<file path="src/rtl/fsm_pkg.sv">
// fsm_pkg: shared state encoding for the fsm two-phase pulse sequencer.
package fsm_pkg;
  localparam int ST_W = 2;
  typedef enum logic [ST_W-1:0] {
    S_IDLE = 2'b00,
    S_PH_P = 2'b01,
    S_PH_Q = 2'b10,
    S_BAD  = 2'b11
  } state_t;
endpackage

</file>
<file path="src/rtl/fsm_phase_cnt.sv">
// fsm_phase_cnt: loadable down-counter with zero flag, shared by both phases.
module fsm_phase_cnt
  import fsm_pkg::*;
#(
  parameter int CNT_W = 8
) (
  input  logic             clk,
  input  logic             rst_n,
  input  logic             i_load,
  input  logic             i_en,
  input  logic [CNT_W-1:0] i_load_val,
  output logic             o_zero
);
  logic [CNT_W-1:0] r_cnt;
  always_ff @(posedge clk or negedge rst_n)
    if (!rst_n) r_cnt <= '0;
    else if (i_load) r_cnt <= i_load_val;
    else if (i_en && r_cnt != '0) r_cnt <= r_cnt - 1'b1;
  assign o_zero = (r_cnt == '0);
endmodule

</file>
<file path="src/rtl/fsm.sv">
// fsm: jump-triggered sequencer emitting a P_CYCLES dout_p window then a Q_CYCLES dout_q window.
// Optional FSM_RETRIGGER_EN: jump sampled in PH_Q restarts phase P.
module fsm
  import fsm_pkg::*;
#(
  parameter int P_CYCLES = 4,
  parameter int Q_CYCLES = 4,
  parameter int CNT_W    = 8
) (
  input  logic clk,
  input  logic rst_n,
  input  logic jump,
  output logic dout_p,
  output logic dout_q
);
  state_t           r_state, w_next;
  logic             r_dout_p, r_dout_q;
  logic             w_load, w_en, w_zero, w_retrig;
  logic [CNT_W-1:0] w_load_val;
`ifdef FSM_RETRIGGER_EN
  assign w_retrig = jump;
`else
  assign w_retrig = 1'b0;
`endif
  always_comb begin
    w_next     = r_state;
    w_load     = 1'b0;
    w_en       = 1'b0;
    w_load_val = CNT_W'(P_CYCLES - 1);
    case (r_state)
      S_IDLE: if (jump) begin
        w_next = S_PH_P;
        w_load = 1'b1;
      end
      S_PH_P: if (w_zero) begin
        w_next     = S_PH_Q;
        w_load     = 1'b1;
        w_load_val = CNT_W'(Q_CYCLES - 1);
      end else w_en = 1'b1;
      S_PH_Q: if (w_retrig) begin
        w_next = S_PH_P;
        w_load = 1'b1;
      end else if (w_zero) w_next = S_IDLE;
      else w_en = 1'b1;
      default: w_next = S_IDLE;
    endcase
  end
  // Outputs are registered from the next state so they align with the state register.
  always_ff @(posedge clk or negedge rst_n)
    if (!rst_n) begin
      r_state  <= S_IDLE;
      r_dout_p <= 1'b0;
      r_dout_q <= 1'b0;
    end else begin
      r_state  <= w_next;
      r_dout_p <= (w_next == S_PH_P);
      r_dout_q <= (w_next == S_PH_Q);
    end
  fsm_phase_cnt #(.CNT_W(CNT_W)) u_cnt (
    .clk        (clk),
    .rst_n      (rst_n),
    .i_load     (w_load),
    .i_en       (w_en),
    .i_load_val (w_load_val),
    .o_zero     (w_zero)
  );
  assign dout_p = r_dout_p;
  assign dout_q = r_dout_q;
endmodule

</file>
<file path="config.mk">
export PLATFORM = sky130hd
export DESIGN_NAME = fsm
export DESIGN_NICKNAME = d
export VERILOG_FILES = /design/src/rtl/fsm_pkg.sv /design/src/rtl/fsm_phase_cnt.sv /design/src/rtl/fsm.sv
export SDC_FILE = /design/constraint.sdc
export NUM_CORES = 1
export LEC_CHECK = 0
export CORE_MARGIN = 2
export CORE_UTILIZATION = 41
export DETAILED_ROUTE_END_ITERATION = 6
export GPL_TIMING_DRIVEN = 0
export SLEW_MARGIN = 0
export SYNTH_ARGS = -nofsm -noshare
export SYNTH_HDL_FRONTEND = slang
export SYNTH_HIERARCHICAL = 1
export SYNTH_SLANG_ARGS = --single-unit
</file>
<file path="constraint.sdc">
create_clock -name clk -period 2.5 [get_ports clk]
set_clock_uncertainty 0.1 [all_clocks]
set_input_delay 0.375 -clock clk [delete_from_list [all_inputs] [get_ports clk]]
set_output_delay 0.375 -clock clk [all_outputs]
set_load 0.03 [all_outputs]
</file>
### Signal wires on met2

Cells faint in the background.
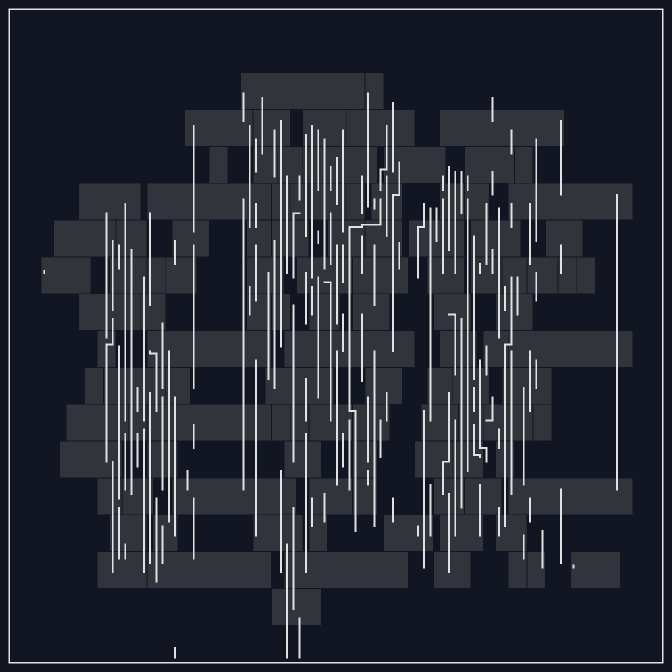
share of all routed wire = 50%
main direction = vertical
nets with wire on the layer = 95
longest straight run = 21.8 µm

### Placement by cell class

Bar = 10 µm.
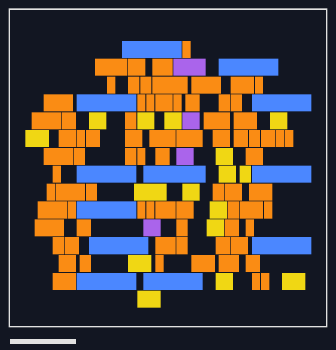
yellow -> remaining buffers and delay cells  # cells 16, share of their area 13%
blue -> registers  # cells 12, share of their area 30%
orange -> remaining logic cells  # cells 78, share of their area 53%
purple -> clock drivers and dummy loads  # cells 4, share of their area 3.6%

==> results.toml <==
# implementation run metrics
[route]
dr.max_layer_used = "met4"
vias = 720
wl_met2_um = 872
drc_errors = 0
wirelength_um = 1750
vias_per_cell = 5.33
wl_met1_um = 824
dr.pass1.iters = 4
wire_per_inst_um = 12.9
route.met3.wl_um = 31

[finish]
fin_area_um2 = 1040
n_fill_cell = 176
logic_gates = 73
area_delta_synth_final_pct = 30.4
finish.utilization = 0.585
final_common_cell = "dfrtp_1"
clk_share = 0.0348
clock_buffers = 4
comb_area_um2 = 519
nonClkBufAreaFrac = 0.128
seq_cell_count = 12
final_nets = 121
most-common-layout-cells = "11 x dfrtp_1, 10 x buf_4, 8 x conb_1"
top_regs = "u_cnt/r_cnt: 8 flops, r_state: 2 flops"
largest_class = "logic gates"
antenna_cells = 0
sh_comb_area = 0.498
buffers = 16
register_area_um2 = 302
fin_cells = 135
largest_reg_flops = 8
largest-register = "u_cnt/r_cnt"
drive_gt1_frac = 0.255
sh_seq_area = 0.289
inverters = 5

[critical_path]
crit_slowest_cell = "or3b_4"
r2r-end = "u_cnt/r_cnt[3]"
critPathMaxStageDelay_ns = 0.44
ff2ff_setup_slack_ns = 0.12
critPathTopFamily = "simple AND/OR/NAND/NOR gates"
worstPathCellList = "inv_1, ha_2, or3b_4, nor2_4, nor2b_4, or3b_4, or4_1, o221ai_1"
end_kind = "flop"
cp.arrival_ns = 2.47
worst-path-max-fanout = 6
critical_path_cell_count = 8
r2r-start = "u_cnt/r_cnt[1]"
crit_path_start = "u_cnt/r_cnt[1]"
critical_path_buf_inv_count = 1
cp-endpoint = "u_cnt/r_cnt[3]"
crit_required_ns = 2.59
startpoint_type = "flop"
reg2regPathDepth = 8
critPathMostFrequentCell = "or3b_4"
crit_type = "flop to flop"

[logic_synthesis]
aoi_share = 0.232
top_cells_by_area = "dfrtp_1 38%, ha_1 11%, nor2b_1 3.9%"
synth_cell_types = 38
adder_share = 0.110
top_area_frac = 0.376
syn_area_per_cell_um2 = 9.30
synth-seq-cells = 12
syn_area_um2 = 800
ff_type = "dfrtp_1"
ys_top_cells_by_count = "12 x dfrtp_1, 8 x nor2_1, 7 x ha_1"
ys_sh_xor = 0
topCombFamilyByArea = "simple AND/OR/NAND/NOR gates"
ys_sh_mux = 0
ys_warn_count = 6
ys_seq_frac = 0.376
edf_count = 0
yosysMostFrequentCell = "dfrtp_1"
yosys.area_share.simple = 0.239
synth_top_cell_by_area = "dfrtp_1"
async_flop_share = 1.00
postSynthCellCount = 86
yosys_cells = 86

[clock_network]
cts_tree = "done"
path_clk_slew_ns = 0.09
clk_path_buf_depth = 2
cts_resized = 6
clk_latency_ns = 0.27
cts_setup_buffers = 6
cts_hold_buf = 0
cts-buffers-inserted = 3
cts_max_level = 1
clkSinkCount = 12

[pwr]
pwr-share-seq = 0.295
leakage_uw = 0.000449
internal_power_uw = 728
power-per-cell-area_nw_per_um2 = 1200
irDropWorstVdd_uv = 577
clkPwrFrac = 0.129
pg_clk_uw = 161
maxPowerGroup = "combinational cells"
powerSeq_uw = 368
netSwitchingFraction = 0.416
powerComb_uw = 719
power.total_uw = 1250
share_comb_of_total_power = 0.576
p_sw_uw = 519

[grt]
antenna_found_initial = 0
grt_pass1_vias = 640
grt_pass1_wl_um = 2770
use_met1 = 0.219
grt_max_degree = 13
grt.busiest_layer = "met2"
track_usage = 0.176
gr-usage-met2 = 0.300
grt_overflow = 0
met3_usage = 0.0222

[timing]
period_needed_ns = 2.38
whs_ns = 0.351
drv_slew = 0
finalSetupTns_ns = 0
finalSetupViolCount = 0
tightest_slew_ns = 0.747
fin_crit_sh = 0.954
hold_violations = 0
maxSlewHeadroom = 0.498
fmax_mhz = 419
timing.final.ws_setup_ns = 0.115
grt_setup_unrepaired = "false"

[placement]
pre_cts_ws_ns = -0.391
dp.cells = 121
placed_area_um2 = 897
port_buffers = 4
place_congestion = 0.800
hpwl_um = 1170

[floorplanning]
initial_core_util = 0.448
nWellTaps = 25
coreArea_um2 = 1780
die_h_um = 48.2
die_x_um = 48.2
ios = 5
die_area_um2 = 2320
rows = 15

[flow_run]
drv_cap = 0
warnings = 31

[min_path]
hold_path.class = "primary input to asynchronous set/reset pin"

[outcome]
outcome = "complete, no violations"
Power is estimated from default activity; no workload was simulated.
